===== config.mk =====
export PLATFORM = sky130hd
export DESIGN_NAME = reg_file_mp
export DESIGN_NICKNAME = d
export VERILOG_FILES = /design/src/rtl/reg_file_pkg.sv /design/src/rtl/reg_file_scoreboard.sv /design/src/rtl/reg_file_mp.sv
export SDC_FILE = /design/constraint.sdc
export NUM_CORES = 2
export LEC_CHECK = 0
export CORE_AREA = 2 2 385 387
export CTS_CLUSTER_SIZE = 20
export DETAILED_ROUTE_END_ITERATION = 8
export DIE_AREA = 0 0 387 389
export SKIP_CTS_REPAIR_TIMING = 1
export SKIP_LAST_GASP = 1
export SYNTH_ARGS = -nofsm -noshare
export SYNTH_HDL_FRONTEND = slang
export SYNTH_SLANG_ARGS = --single-unit

===== constraint.sdc =====
create_clock -name CLK -period 5.5 [get_ports CLK]
set_input_delay 1.65 -clock CLK [delete_from_list [all_inputs] [get_ports CLK]]
set_output_delay 1.65 -clock CLK [all_outputs]
set_load 0.01 [all_outputs]

===== src/rtl/reg_file_pkg.sv =====
// reg_file_pkg: shared defaults and the write-port priority select used by
// the register file storage path and its read bypass.
package reg_file_pkg;
    localparam int DATA_W_DEF = 32;
    localparam int ADDR_W_DEF = 5;
    localparam int MAX_PORTS  = 16;

    // Highest set bit of a port match vector, or -1 when no port matches.
    function automatic int hi_match(input logic [MAX_PORTS-1:0] m);
        int s;
        s = -1;
        for (int i = 0; i < MAX_PORTS; i++)
            if (m[i]) s = i;
        return s;
    endfunction
endpackage


===== src/rtl/reg_file_scoreboard.sv =====
// reg_file_scoreboard: per-register pending-write bits; a new busySet
// supersedes a retiring write to the same register at the same edge.
module reg_file_scoreboard
    import reg_file_pkg::*;
#(
    parameter int ADDR_W   = ADDR_W_DEF,
    parameter int ZERO_REG = 1
)(
    input  logic                 clk,
    input  logic                 rst_n,
    input  logic                 i_set,
    input  logic [ADDR_W-1:0]    i_set_addr,
    input  logic [2**ADDR_W-1:0] i_clear,
    output logic [2**ADDR_W-1:0] o_busy
);
    localparam int DEPTH = 2**ADDR_W;

    logic [DEPTH-1:0] r_busy;

    always_ff @(posedge clk or negedge rst_n) begin
        if (!rst_n) begin
            r_busy <= '0;
        end else begin
            for (int a = 0; a < DEPTH; a++) begin
                if (i_set && i_set_addr == ADDR_W'(a) && !(ZERO_REG != 0 && a == 0))
                    r_busy[a] <= 1'b1;
                else if (i_clear[a])
                    r_busy[a] <= 1'b0;
            end
        end
    end

    assign o_busy = r_busy;
endmodule


===== src/rtl/reg_file_mp.sv =====
// reg_file_mp: parametrised multi-port register file with optional write
// bypass, pending-write scoreboard and registered write-collision flag.
module reg_file_mp
    import reg_file_pkg::*;
#(
    parameter int DATA_W    = DATA_W_DEF,
    parameter int ADDR_W    = ADDR_W_DEF,
    parameter int NUM_READ  = 2,
    parameter int NUM_WRITE = 2,
    parameter int ZERO_REG  = 1,
    parameter int BYPASS    = 1
)(
    input  logic                          CLK,
    input  logic                          RST_N,
    input  logic [NUM_WRITE-1:0]          writeEnable,
    input  logic [NUM_WRITE*ADDR_W-1:0]   writeAddress,
    input  logic [NUM_WRITE*DATA_W-1:0]   writeData,
    input  logic [NUM_READ*ADDR_W-1:0]    readAddress,
    output logic [NUM_READ*DATA_W-1:0]    readData,
    output logic [NUM_READ-1:0]           readBusy,
    input  logic                          busySet,
    input  logic [ADDR_W-1:0]             busyAddress,
    output logic [2**ADDR_W-1:0]          busyVector,
    output logic                          writeConflict
);
    localparam int DEPTH = 2**ADDR_W;

    logic [DATA_W-1:0] r_mem [DEPTH];
    logic              r_conf;
    logic [DEPTH-1:0]  w_we;
    logic [DATA_W-1:0] w_wd [DEPTH];
    logic [DEPTH-1:0]  w_busy;
    logic              w_conf;

    // Enabled write ports targeting address a; writes to a hardwired zero register never match.
    function automatic logic [MAX_PORTS-1:0] match_vec(input logic [ADDR_W-1:0] a);
        logic [MAX_PORTS-1:0] m;
        m = '0;
        for (int w = 0; w < NUM_WRITE; w++)
            m[w] = writeEnable[w] && writeAddress[w*ADDR_W +: ADDR_W] == a && !(ZERO_REG != 0 && a == '0);
        return m;
    endfunction

    function automatic logic [DATA_W-1:0] port_data(input int s);
        return writeData[(s < 0 ? 0 : s)*DATA_W +: DATA_W];
    endfunction

    always_comb begin
        for (int a = 0; a < DEPTH; a++) begin
            w_we[a] = hi_match(match_vec(ADDR_W'(a))) >= 0;
            w_wd[a] = port_data(hi_match(match_vec(ADDR_W'(a))));
        end
    end

    always_comb begin
        w_conf = 1'b0;
        for (int i = 0; i < NUM_WRITE; i++)
            for (int j = i + 1; j < NUM_WRITE; j++)
                if (writeEnable[i] && writeEnable[j]
                    && writeAddress[i*ADDR_W +: ADDR_W] == writeAddress[j*ADDR_W +: ADDR_W]
                    && !(ZERO_REG != 0 && writeAddress[i*ADDR_W +: ADDR_W] == '0))
                    w_conf = 1'b1;
    end

    always_ff @(posedge CLK or negedge RST_N) begin
        if (!RST_N) begin
            for (int a = 0; a < DEPTH; a++) r_mem[a] <= '0;
            r_conf <= 1'b0;
        end else begin
            for (int a = 0; a < DEPTH; a++)
                if (w_we[a]) r_mem[a] <= w_wd[a];
            r_conf <= w_conf;
        end
    end

    // Bypass is held off during reset so reads return zero while RST_N is low.
    always_comb begin
        readData = '0;
        readBusy = '0;
        for (int r = 0; r < NUM_READ; r++) begin
            logic [ADDR_W-1:0] ra;
            int                s;
            logic              byp;
            ra  = readAddress[r*ADDR_W +: ADDR_W];
            s   = hi_match(match_vec(ra));
            byp = BYPASS != 0 && s >= 0 && RST_N;
            readData[r*DATA_W +: DATA_W] = byp ? port_data(s)
                                         : (ZERO_REG != 0 && ra == '0) ? '0 : r_mem[ra];
            readBusy[r] = w_busy[ra] && !(byp && !(busySet && busyAddress == ra));
        end
    end

    reg_file_scoreboard #(
        .ADDR_W   (ADDR_W),
        .ZERO_REG (ZERO_REG)
    ) u_sb (
        .clk        (CLK),
        .rst_n      (RST_N),
        .i_set      (busySet),
        .i_set_addr (busyAddress),
        .i_clear    (w_we),
        .o_busy     (w_busy)
    );

    assign busyVector    = w_busy;
    assign writeConflict = r_conf;
endmodule


### Routing congestion map

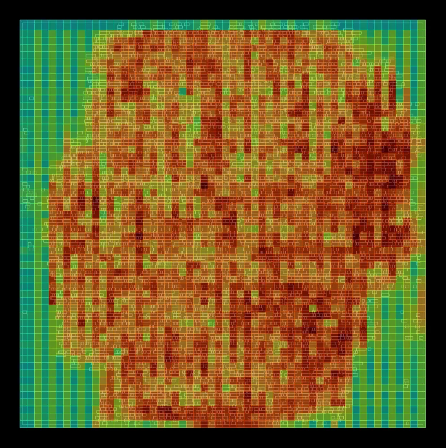
Total GRT Usage: 35.79%
global-route met3 utilization: 10.74%
Avg WL per Cell: 32.74 um

### Wiring by layer

Scale: 1 px per um.
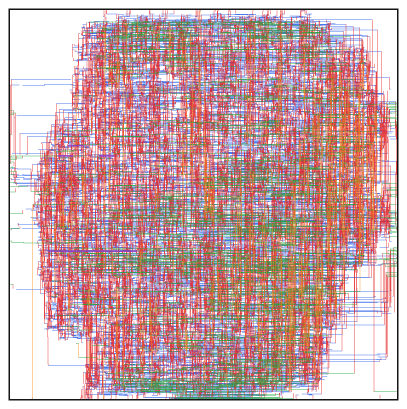
- green: metal 3 (wire length 34.6 mm)
- blue: metal 1 (wire length 106 mm)
- red: metal 2 (wire length 121 mm)
- purple: metal 5 (wire length 130 um)
- orange: metal 4 (wire length 16000 um)
total number of vias: 56029
wire length after detailed routing: 277600 um

==> flow_summary.ini <==
; physical design summary
[final_timing]
total_negative_setup_slacks_ns = -0.2040
relSlewSlack_pct = 19.71
timing.final.ws_setup_ns = -0.1954
final.min_clock_period_ns = 5.695
worst-slew-pin-transition_ns = 1.204
maxSlewViolCount = 0
final.period_utilization_pct = 103.6
hold-worst-slack_ns = 0.5782
grt_setup_unrepaired = true
report.final.setup_viol = 3
timing.final.hold_violations = 0
clock.fmax_mhz = 175.6

[job]
log.warning_count = 40
maxCapViolCount = 0

[worst_setup_path]
critPathLaunchType = primary input
timing.reg2reg.setup_slack_ns = 4.66
worst_setup_path_endpoint = readData[36]
critical_path.reg2reg.endpoint = u_sb.o_busy[20]$_DFFE_PN0P_
worst_setup_path_type = in -> out
cp-end-kind = primary output
reg2reg_from = u_sb.o_busy[20]$_DFFE_PN0P_
max_stage_delay_on_crit_path_ns = 0.51
worst_r2r_path_depth = 1
critical_path.cell_chain = buf_6 > buf_4 > buf_4 > mux2_2 > a221oi_1 > nor3_1 > a211oi_1 > o32ai_1 > clkdlybuf4s50_1
critical_path.startpoint = readAddress[6]
critPathArrivalTime_ns = 4.05
crit_top_cell = sky130_fd_sc_hd__buf_4
worst-path-max-fanout = 13
cpMaxStageDelayCell = sky130_fd_sc_hd__clkdlybuf4s50_1
cp_data_required_time_ns = 3.85

[finish]
top_library_cells_by_usage_in_the_layout_fill_and_taps_aside = sky130_fd_sc_hd__mux2i_1 (1184), sky130_fd_sc_hd__dfrtp_1 (1024), sky130_fd_sc_hd__nor2_1 (820)
finish.net_count = 6542
utilization_pct = 53.08
layout.cells.most_common = sky130_fd_sc_hd__mux2i_1
fillerInstances = 12815
stdcell_area_sq_mm = 0.07782
syn2layout_area_growth_pct = 19.01
post_layout_nonfiller_instances = 8481
layout-drive-gt1-share_pct = 22.51

[logic_synthesis]
netlist_area_sq_mm = 0.06539
yosysWarnings = 0
yosys-stat-area_sq_mm = 0.06539
asyncSetResetFlopFracSynth_pct = 100.0
synthDominantCellAreaShare_pct = 39.19
synth-cells-yosys = 6379
syn_inst = 6379
postSynthNetCount = 6473
synth-edff-count = 0
main_area_contributors = sky130_fd_sc_hd__dfrtp_1 (39%), sky130_fd_sc_hd__mux2i_1 (18%), sky130_fd_sc_hd__mux4_2 (14%), sky130_fd_sc_hd__a21oi_1 (5.9%), sky130_fd_sc_hd__nor2_1 (4.8%)
synth_flops = 1024
dominantRegCellSynth = sky130_fd_sc_hd__dfrtp_1
synth_cell_types = 51
syn_area_cell_sq_um = 10.25
top_area_cell = sky130_fd_sc_hd__dfrtp_1
synth_seq_share_pct = 39.19

[grt]
globalRouteMet1Util_pct = 47.35
pin_count_of_the_biggest_net_entering_global_routing = 170
grt_first_pass_wirelength_um = 393800
top_usage_layer = met2
globalRouteOverflowTotal = 0
gr-usage-met2_pct = 53.00
grt_antenna_before_repair = 8
grt_pass1_vias = 54508

[min_path]
min_path_type = reg -> reg
timing.hold.worst.start = r_mem[563]$_DFFE_PN0P_
hold_path_depth = 2
holdPathEnd = r_mem[563]$_DFFE_PN0P_

[routing]
drt-vias-per-instance = 6.606
dr_wl_met3_um = 34570
met2_length_um = 120700
topRoutingLayerUsed = met5
drt-initial-drc-count = 7286
remaining_drc_errors = 0
postRouteAntennaNets = 0
wl_met1_um = 106200
drt_pass1_iterations = 6

[place]
placement.io_buffers = 191
pre_cts_ws_ns = -0.6431
gpl_congestion = 0.9198
placed_area_sq_mm = 0.07274
detailed_place_hpwl_um = 169600
dp_cells = 8243

[pwr]
ir_worst_vdd_mv = 0.2663
overall_power_w = 0.02721
power.static_leakage_nw = 34.38
cellPowerDensity_mw_per_mm2 = 349.7

[clock_tree]
tritoncts_clock_tree = done
clock_tree_root_driver_cell = sky130_fd_sc_hd__clkbuf_16
worst_setup_hold_path_clk_slew_ns = 0.06
clock_tree.htree_level_count = 3
cts.sinks = 1024
max-clock-path-buffers = 3
tritoncts.num_buffers = 117

[die]
dieWidth_um = 387
io_pins = 193
die-height_um = 389
core_area_sq_mm = 0.1466
floorplan.rows = 141
chipArea_sq_mm = 0.1505
fp_util_pct = 44.60

[status]
failed_checks = setup timing
outcome = finished with violations
### Where the registers sit

Scale: 1 px per um. Other sequential cells in the stronger grey, the rest of the logic in the fainter grey.
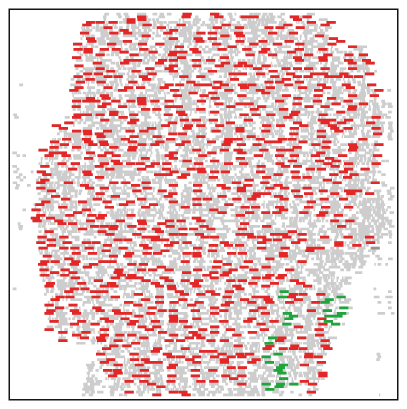
- red: r_mem (sequential cells 992; where spread over the die)
- green: u_sb.o_busy (sequential cells 31)
- not coloured: 1
flip-flop and latch power: 0.0113 W
sequential cell area share: 32.93%

### Clock wires, drivers and flops

Scale: 1 px per um.
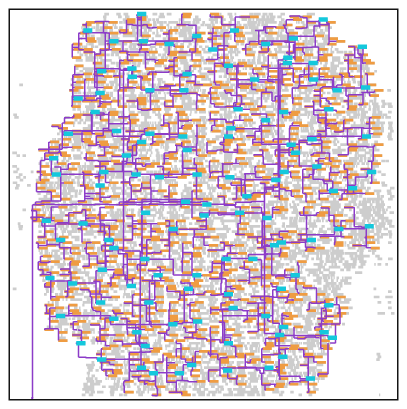
- orange: flip-flops (count 1024)
- purple: clock wires (length 15000 um)
- cyan: clock drivers (count 117)
- routed clock nets: 118
power drawn by the clock network: 0.00854 W
clock latency on the worst-skew pair: 0.75 ns
final worst clock skew: 0 ns
relative contribution of the clock network to total power: 31.4%

==> cells by family after synthesis <==
logic type,after synthesis,share of synthesized area [%]
AOI/OAI and AO/OA,1421,12.71
xor gates and xnor gates,34,0.4554
buffers and inverters,828,5.310
DFF,1024,39.19
muxes,1686,33.62
other,1,0.005735
and+or+nand+nor,1385,8.711
==> sequential cells by signal, summed over array words and instances (netlist names) <==
| signal | count |
|---|---|
| writeConflict | 1 |
| r_mem | 992 |
| u_sb.o_busy | 31 |
==> power breakdown <==
group	switching [W]	leakage (nW)	internal (W)
Combinational	0.00333	20.0	0.00407
Sequential	0.00170	12.3	0.00957
Clock	0.00351	2.07	0.00502
Total	0.00855	34.4	0.0187
==> cell usage after synthesis (70+ instances only) <==
cell and n:
sky130_fd_sc_hd__mux4_2 398, sky130_fd_sc_hd__o21ai_0 248, sky130_fd_sc_hd__nor2_1 831, sky130_fd_sc_hd__buf_1 115, sky130_fd_sc_hd__nand2_1 327, sky130_fd_sc_hd__nor3_1 70, sky130_fd_sc_hd__mux2i_1 1188, sky130_fd_sc_hd__a21oi_1 769
sky130_fd_sc_hd__a221oi_1 97, sky130_fd_sc_hd__mux2_2 100, sky130_fd_sc_hd__dfrtp_1 1024, sky130_fd_sc_hd__clkbuf_1 511, sky130_fd_sc_hd__buf_2 162
==> cell type report <==
class / count / area, sq um / share of cell area [%]
multi-input combinational: 4527 / 37170 / 47.77
sequential: 1024 / 25620 / 32.93
timing repair buffer: 776 / 8449 / 10.86
clock buffer: 162 / 3451 / 4.435
tap: 1930 / 2415 / 3.103
clock inverter: 57 / 690.7 / 0.8875
inverter: 2 / 7.507 / 0.009647
antenna: 3 / 7.507 / 0.009647
==> critical path: cells and delay by family <==
kind,cells,cell delay [ns]
mux,1,0.33
buf+inv,4,1.24
simple gates,1,0.14
compound gates,3,0.65
Power figures rest on the tool's default switching activity, not on a simulated workload.
